[config.mk]
export PLATFORM = sky130hd
export DESIGN_NAME = dmem_demux_1to2_flat
export DESIGN_NICKNAME = d
export VERILOG_FILES = /design/src/rtl/dmem_pkg.sv /design/src/rtl/dmem_demux_1to2_if.sv /design/src/rtl/dmem_chan_fifo.sv /design/src/rtl/dmem_demux_1to2.sv /design/src/flat_wrapper.sv
export SDC_FILE = /design/constraint.sdc
export NUM_CORES = 1
export LEC_CHECK = 0
export CAP_MARGIN = 25
export CORE_MARGIN = 1
export CORE_UTILIZATION = 50
export CTS_BUF_LIST = sky130_fd_sc_hd__clkbuf_8
export DETAILED_ROUTE_END_ITERATION = 8
export HOLD_SLACK_MARGIN = 0.08
export PLACE_DENSITY = 0.89
export SETUP_SLACK_MARGIN = 0.02
export SLEW_MARGIN = 10
export SYNTH_ARGS = -nofsm -noshare
export SYNTH_HDL_FRONTEND = slang
export SYNTH_HIERARCHICAL = 1
export SYNTH_SLANG_ARGS = --single-unit
[constraint.sdc]
create_clock -name clk -period 8.53 [get_ports clk]
set_clock_uncertainty 0.15 [all_clocks]
set_input_delay 1.706 -clock clk [delete_from_list [all_inputs] [get_ports clk]]
set_output_delay 1.706 -clock clk [all_outputs]
set_load 0.02 [all_outputs]
[src/rtl/dmem_pkg.sv]
// Shared definitions for the data-memory distribution path:
// default word width and the channel select encoding also used by the 2:1 select mux.
package dmem_pkg;

  localparam int DMEM_WIDTH = 32;

  localparam logic SEL_A = 1'b1;
  localparam logic SEL_B = 1'b0;

endpackage

[src/rtl/dmem_demux_1to2_if.sv]
// Handshake bundle of the 1-to-2 demux: one select-tagged input stream and two output streams.
// slave is the demux view; master is the source/consumer side.
interface dmem_demux_1to2_if
  import dmem_pkg::*;
#(
  parameter int WIDTH = DMEM_WIDTH
);

  logic             in_valid;
  logic             in_ready;
  logic [WIDTH-1:0] in_data;
  logic             in_sel;
  logic             a_valid;
  logic             a_ready;
  logic [WIDTH-1:0] a_data;
  logic             b_valid;
  logic             b_ready;
  logic [WIDTH-1:0] b_data;

  modport slave (
    input  in_valid, in_data, in_sel, a_ready, b_ready,
    output in_ready, a_valid, a_data, b_valid, b_data
  );

  modport master (
    output in_valid, in_data, in_sel, a_ready, b_ready,
    input  in_ready, a_valid, a_data, b_valid, b_data
  );

endinterface

[src/rtl/dmem_chan_fifo.sv]
// Per-channel FIFO for the demux: DEPTH entries, registered pointers/occupancy,
// head word presented directly from storage, and a wrapping count of popped words.
module dmem_chan_fifo #(
  parameter int WIDTH = 32,
  parameter int DEPTH = 2,
  parameter int CNT_W = 16
) (
  input  logic             clk,
  input  logic             rst,
  input  logic             push_i,
  input  logic [WIDTH-1:0] din_i,
  output logic             full_o,
  output logic             valid_o,
  input  logic             ready_i,
  output logic [WIDTH-1:0] dout_o,
  output logic [CNT_W-1:0] pop_cnt_o
);

  localparam int PTR_W = (DEPTH > 1) ? $clog2(DEPTH) : 1;
  localparam int OCC_W = PTR_W + 1;

  logic [WIDTH-1:0] mem_q [DEPTH];
  logic [PTR_W-1:0] wr_ptr_q, wr_ptr_d;
  logic [PTR_W-1:0] rd_ptr_q, rd_ptr_d;
  logic [OCC_W-1:0] count_q, count_d;
  logic [CNT_W-1:0] pop_cnt_q, pop_cnt_d;
  logic             push_s;
  logic             pop_s;

  assign full_o    = (count_q == OCC_W'(DEPTH));
  assign valid_o   = (count_q != {OCC_W{1'b0}});
  assign dout_o    = mem_q[rd_ptr_q];
  assign pop_cnt_o = pop_cnt_q;

  // Next-state for pointers, occupancy and pop counter; pointers wrap naturally since DEPTH is a power of 2.
  always_comb begin
    push_s    = push_i && !full_o;
    pop_s     = valid_o && ready_i;
    wr_ptr_d  = wr_ptr_q;
    rd_ptr_d  = rd_ptr_q;
    count_d   = count_q;
    pop_cnt_d = pop_cnt_q;
    if (push_s) begin
      wr_ptr_d = wr_ptr_q + PTR_W'(1);
    end else begin
      wr_ptr_d = wr_ptr_q;
    end
    if (pop_s) begin
      rd_ptr_d  = rd_ptr_q + PTR_W'(1);
      pop_cnt_d = pop_cnt_q + CNT_W'(1);
    end else begin
      rd_ptr_d  = rd_ptr_q;
      pop_cnt_d = pop_cnt_q;
    end
    case ({push_s, pop_s})
      2'b10:   count_d = count_q + OCC_W'(1);
      2'b01:   count_d = count_q - OCC_W'(1);
      default: count_d = count_q;
    endcase
  end

  // State and storage registers; reset discards buffered words and clears storage.
  always_ff @(posedge clk) begin
    if (rst) begin
      wr_ptr_q  <= {PTR_W{1'b0}};
      rd_ptr_q  <= {PTR_W{1'b0}};
      count_q   <= {OCC_W{1'b0}};
      pop_cnt_q <= {CNT_W{1'b0}};
      for (int i = 0; i < DEPTH; i++) begin
        mem_q[i] <= {WIDTH{1'b0}};
      end
    end else begin
      wr_ptr_q  <= wr_ptr_d;
      rd_ptr_q  <= rd_ptr_d;
      count_q   <= count_d;
      pop_cnt_q <= pop_cnt_d;
      if (push_s) begin
        mem_q[wr_ptr_q] <= din_i;
      end
    end
  end

endmodule

[src/rtl/dmem_demux_1to2.sv]
// Buffered 1-to-2 demux: steers each input word to channel A (sel=1) or B (sel=0),
// each channel buffered by its own FIFO so a stalled consumer never blocks the other.
module dmem_demux_1to2
  import dmem_pkg::*;
#(
  parameter int WIDTH = DMEM_WIDTH,
  parameter int DEPTH = 2,
  parameter int CNT_W = 16
) (
  input  logic                    clk,
  input  logic                    rst,
  dmem_demux_1to2_if.slave        bus,
  output logic [CNT_W-1:0]        cnt_a,
  output logic [CNT_W-1:0]        cnt_b
);

  logic a_full_s;
  logic b_full_s;
  logic in_ready_s;
  logic push_a_s;
  logic push_b_s;

  // Ready depends only on the selected channel's occupancy, never on the consumer ready inputs.
  always_comb begin
    in_ready_s = 1'b0;
    if (rst) begin
      in_ready_s = 1'b0;
    end else if (bus.in_sel == SEL_A) begin
      in_ready_s = !a_full_s;
    end else begin
      in_ready_s = !b_full_s;
    end
    push_a_s = bus.in_valid && in_ready_s && (bus.in_sel == SEL_A);
    push_b_s = bus.in_valid && in_ready_s && (bus.in_sel == SEL_B);
  end

  assign bus.in_ready = in_ready_s;

  dmem_chan_fifo #(
    .WIDTH(WIDTH),
    .DEPTH(DEPTH),
    .CNT_W(CNT_W)
  ) u_fifo_a (
    .clk      (clk),
    .rst      (rst),
    .push_i   (push_a_s),
    .din_i    (bus.in_data),
    .full_o   (a_full_s),
    .valid_o  (bus.a_valid),
    .ready_i  (bus.a_ready),
    .dout_o   (bus.a_data),
    .pop_cnt_o(cnt_a)
  );

  dmem_chan_fifo #(
    .WIDTH(WIDTH),
    .DEPTH(DEPTH),
    .CNT_W(CNT_W)
  ) u_fifo_b (
    .clk      (clk),
    .rst      (rst),
    .push_i   (push_b_s),
    .din_i    (bus.in_data),
    .full_o   (b_full_s),
    .valid_o  (bus.b_valid),
    .ready_i  (bus.b_ready),
    .dout_o   (bus.b_data),
    .pop_cnt_o(cnt_b)
  );

endmodule

[src/flat_wrapper.sv]
// flat-port wrapper written by rule: the top's interface ports become plain ports
module dmem_demux_1to2_flat import dmem_pkg::*;
#(
  parameter int WIDTH = DMEM_WIDTH,
  parameter int DEPTH = 2,
  parameter int CNT_W = 16
)
  (clk, rst, cnt_a, cnt_b, bus_in_valid, bus_in_data, bus_in_sel, bus_a_ready, bus_b_ready, bus_in_ready, bus_a_valid, bus_a_data, bus_b_valid, bus_b_data);
  dmem_demux_1to2_if #(.WIDTH(WIDTH)) bus_i ();
  input  logic clk;
  input  logic rst;
  output logic [CNT_W-1:0] cnt_a;
  output logic [CNT_W-1:0] cnt_b;
  input wire logic [$bits(bus_i.in_valid)-1:0] bus_in_valid;
  input wire logic [$bits(bus_i.in_data)-1:0] bus_in_data;
  input wire logic [$bits(bus_i.in_sel)-1:0] bus_in_sel;
  input wire logic [$bits(bus_i.a_ready)-1:0] bus_a_ready;
  input wire logic [$bits(bus_i.b_ready)-1:0] bus_b_ready;
  output wire logic [$bits(bus_i.in_ready)-1:0] bus_in_ready;
  output wire logic [$bits(bus_i.a_valid)-1:0] bus_a_valid;
  output wire logic [$bits(bus_i.a_data)-1:0] bus_a_data;
  output wire logic [$bits(bus_i.b_valid)-1:0] bus_b_valid;
  output wire logic [$bits(bus_i.b_data)-1:0] bus_b_data;
  assign bus_i.in_valid = bus_in_valid;
  assign bus_i.in_data = bus_in_data;
  assign bus_i.in_sel = bus_in_sel;
  assign bus_i.a_ready = bus_a_ready;
  assign bus_i.b_ready = bus_b_ready;
  assign bus_in_ready = bus_i.in_ready;
  assign bus_a_valid = bus_i.a_valid;
  assign bus_a_data = bus_i.a_data;
  assign bus_b_valid = bus_i.b_valid;
  assign bus_b_data = bus_i.b_data;
  dmem_demux_1to2 #(.WIDTH(WIDTH), .DEPTH(DEPTH), .CNT_W(CNT_W)) u_core (.clk(clk), .rst(rst), .bus(bus_i), .cnt_a(cnt_a), .cnt_b(cnt_b));
endmodule
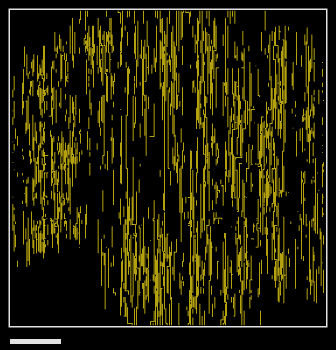
Figure 1: run 1, the metal 2 layer.
Scale bar: 20 um.
longest straight run: 61.9 um
nets with wire on the layer: 668
wire length on this layer: 7,750 um
main direction: vertical
DRT Wirelength: 15,300 um
met2 usage: 35.0%
DR vias: 4,717

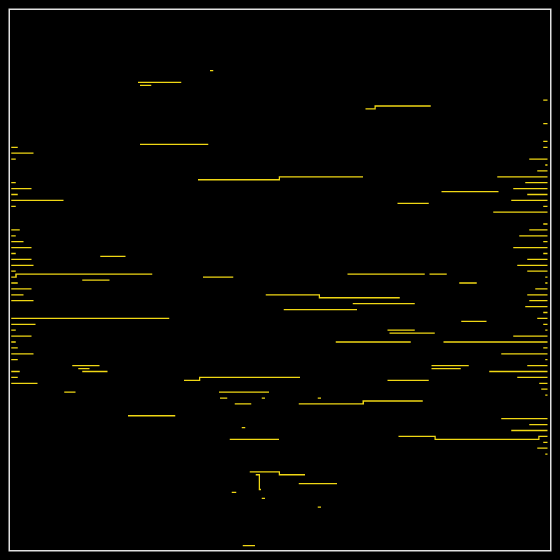
Figure 2: run 1, signal wires on met3.
nets with wire on the layer: 108
main direction: horizontal
M3 GR Usage: 6.10%

==> Changelog: implementation, run 1 <==
### Changed

* Setup TNS at 0 ns
* CP Capture Point: bus_in_ready
* FFs w/ async S/R, synth at 0%
* Reg2reg end: u_core/u_fifo_b/mem_q[1][1]
* Antenna Violating Nets Remaining at 0
* Outcome: finished clean
* Worst path top cell family by delay: buffers and inverters
* Tool warnings at 26
* Core ar. at 0.0146 mm2
* Required @ worst endpoint at roughly 6.7 ns
* Fmax at 201 MHz
* Arrival time worst endpoint at 3.12 ns
* Main power group: sequential cells
* Root Buffer: clkbuf_8
* DR WL met2 at 7750 um
* P_leak at 0.00345 uW
* WL per Instance at 17.1 um
* Initial antenna violation count at 1
* Max FO, Critical Path at 4
* Setup crit end kind: primary output
* Power Internal at 1340 uW
* Top sig layer: met5
* RR Startpoint: u_core/u_fifo_b/count_q[0]
* DRC errors left at 0
* Post-synth EDFFs at 128
* Biggest regs: u_core/u_fifo_a/mem_q (64), u_core/u_fifo_b/mem_q (64)
* Syn Nets at slightly above 600
* Pwr Density at 193 mW/mm2
* Largest net degree at the start of global routing at 60
* Vias/cell at 5.28
* Max-cap viol count at 0
* Startpoint Class: primary input
* Simple Share, Synth at 19.0%
* Min cycle time layout at 4.98 ns
* NetSw at 483 uW
* Mean Syn Cell Area at about 13 um2
* Placed cell count at 858
* CP Cell Sequence: clkdlybuf4s50_1 > nor2b_1 > a211oi_1 > clkdlybuf4s50_1
* Post_cts resized at 0
* Yosys cell count at 565
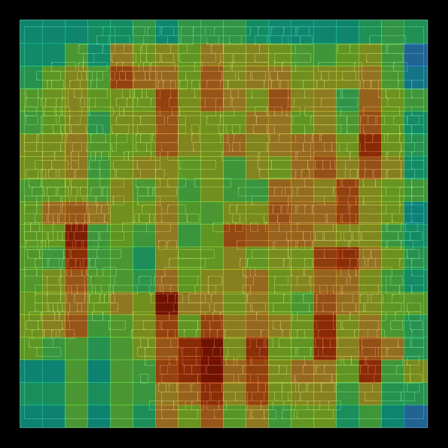
Figure 3: run 1, routing congestion.
total track usage: 20.7%
most used routing layer: met2
utilization after layout: 64.9%
met1 usage: 24.9%

## run 1: cell usage after synthesis, types with 7 or more instances
library cell,number,area [um2]
a21oi_1,7,35.0
and2_1,128,801
clkbuf_1,21,78.8
dfxtp_1,42,841
edfxtp_1,128,3840
mux2_1,8,90.1
mux2_2,63,709
nand2_1,8,30.0
nand3_1,11,55.1
nor2_1,36,135
nor2b_1,9,56.3
nor4_1,7,43.8
xnor2_1,18,158
xor2_1,8,70.1
## run 1: layout make-up
class	instances	area [um2]	share of cell area, %
repair buffers	144	1470	15.6
inverters	6	22.5	0.238
clock buffers	17	234	2.47
flip-flops and latches	170	4690	49.5
multi-input cells	359	2720	28.8
clock inverters	13	92.6	0.979
well taps	184	230	2.43
--- run 2 (diff from run 1) ---
--- a/config.mk
+++ b/config.mk
@@ -7,11 +7,11 @@
 export LEC_CHECK = 0
 export CAP_MARGIN = 25
 export CORE_MARGIN = 1
-export CORE_UTILIZATION = 50
+export CORE_UTILIZATION = 49
 export CTS_BUF_LIST = sky130_fd_sc_hd__clkbuf_8
 export DETAILED_ROUTE_END_ITERATION = 8
 export HOLD_SLACK_MARGIN = 0.08
-export PLACE_DENSITY = 0.89
+export PLACE_DENSITY = 0.9
 export SETUP_SLACK_MARGIN = 0.02
 export SLEW_MARGIN = 10
 export SYNTH_ARGS = -nofsm -noshare
==> constraint.sdc (replaced) <==
create_clock -name clk -period 4.1 [get_ports clk]
set_clock_uncertainty 0.15 [all_clocks]
set_input_delay 0.82 -clock clk [delete_from_list [all_inputs] [get_ports clk]]
set_output_delay 0.82 -clock clk [all_outputs]
set_load 0.02 [all_outputs]
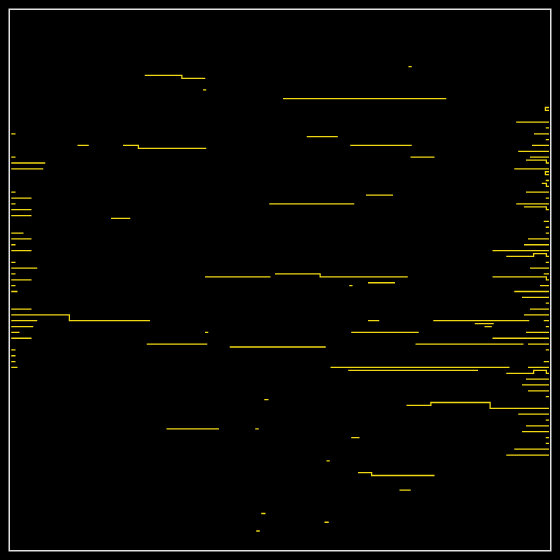
Figure 4: run 2, signal wires on met3.
nets with wire on the layer: 100
longest straight run: 41.4 um
M3 GR Usage: 4.89%
DRT Wirelength: 15,400 um
DR vias: 4,701

==> run 2 against run 1 <==
Sequential power increased by 110%; hold slack better by 0.0084 ns; via count fell by 0.34%; combinational power grew 110%; first-iteration DRC count down 14%; total power increased by 110%; clock power grew 130%; largest cell class unchanged.
==> Changelog: implementation, run 2 <==
### Changed

* Top sig layer: met4 (was met5)
* Number of logic inverters in the finished layout at 6 (unchanged)
* Setup TNS at 0 ns (unchanged)
* DR WL met2 at 7800 um (was 7750 um)
* NetSw at 1050 uW (was 483 uW)
* ClkCell Share at 4.05% (was 3.45%)
* Worst path top cell family by delay: flip-flops (was buffers and inverters)
* Clock buffers at 17 (unchanged)
* Biggest regs: u_core/u_fifo_a/mem_q (64), u_core/u_fifo_b/mem_q (64) (unchanged)
* Leading cell kind: sequential cells (unchanged)
* Setup crit end kind: primary output (unchanged)
* Non-Clock Buffer Count at 145 (was 144)
* Top-area cell share at 51.3% (unchanged)
* Startpoint Class: register (was primary input)
* Reg2reg end: u_core/u_fifo_b/mem_q[1][26] (was u_core/u_fifo_b/mem_q[1][1])
* Met1 usage at 24.4% (was 24.9%)
* Placed cell count at 863 (was 858)
* Power Internal at 2870 uW (was 1340 uW)
* Initial antenna violation count at 0 (was 1)
* Yosys cell count at 565 (unchanged)
* Post_cts resized at 0 (unchanged)
* Leading area contributor after synthesis: edfxtp_1 (unchanged)
* Logic cell area at 0.00272 mm2 (unchanged)
* Largest net degree at the start of global routing at 35 (was 60)
* Post-synth area hogs: edfxtp_1 51%, dfxtp_1 11%, and2_1 11%, mux2_2 9.5%, xnor2_1 2.1% (unchanged)
* Tool warnings at 26 (unchanged)
* Seq_cells at 170 (unchanged)
* Root Buffer: clkbuf_8 (unchanged)
* DRC errors left at 0 (unchanged)
* Outcome: finished clean (unchanged)
* FFs w/ async S/R, synth at 0% (unchanged)
* Arrival time worst endpoint at 2.33 ns (was 3.12 ns)
* Vias/cell at 5.25 (was 5.28)
* Combinational share of cell area at 28.7% (was 28.8%)
* Fmax at 303 MHz
* Top cells by count: 128 x and2_1, 128 x edfxtp_1, 63 x mux2_2, 42 x dfxtp_1, 36 x nor2_1 (unchanged)
* Total track usage at 20.4% (was 20.7%)
* Simple Share, Synth at 19.0% (unchanged)
* Tapcell Cnt at 184 (unchanged)
* Pwr Density at 413 mW/mm2 (was 193 mW/mm2)
* CP Capture Point: bus_a_data[22] (was bus_in_ready)
* Number of multi-input combinational cells at 359 (unchanged)
* WL per Instance at 17.2 um (was 17.1 um)
* Min cycle time layout at 3.30 ns
-- run 2: cell types whose count changed in the layout (fill, tap and decap cells not counted), moves of 2 or more --
cell,previous run,this run
inv_1,10,8
buf_8,3,0
inv_6,0,4
clkinv_1,2,0
buf_4,3,8
-- run 2: per-stage QoR --
stage          setup slack, ns  hold slack (ns)  power (uW)  cell area, um2
2_1_floorplan            0.662            0.331        2470            7500
3_3_place_gp             0.851            0.326        2790            9080
3_5_place_dp             0.828            0.337        2810            9080
4_1_cts                  0.747            0.349        3960            9460
5_1_grt                  0.694            0.365        4070            9480
6_report                 0.802            0.346        3920            9480
-- run 2: cells by family (layout without fill, tap and decap cells) --
kind of cell    after synthesis  count (layout)
compound gates               23              23
xor+xnor                     26              26
fa+ha+maj                     4               4
buf+inv                      36             183
flops                       170             170
mux                          73              73
simple gates                233             233
Power and IR drop assume default switching activity.
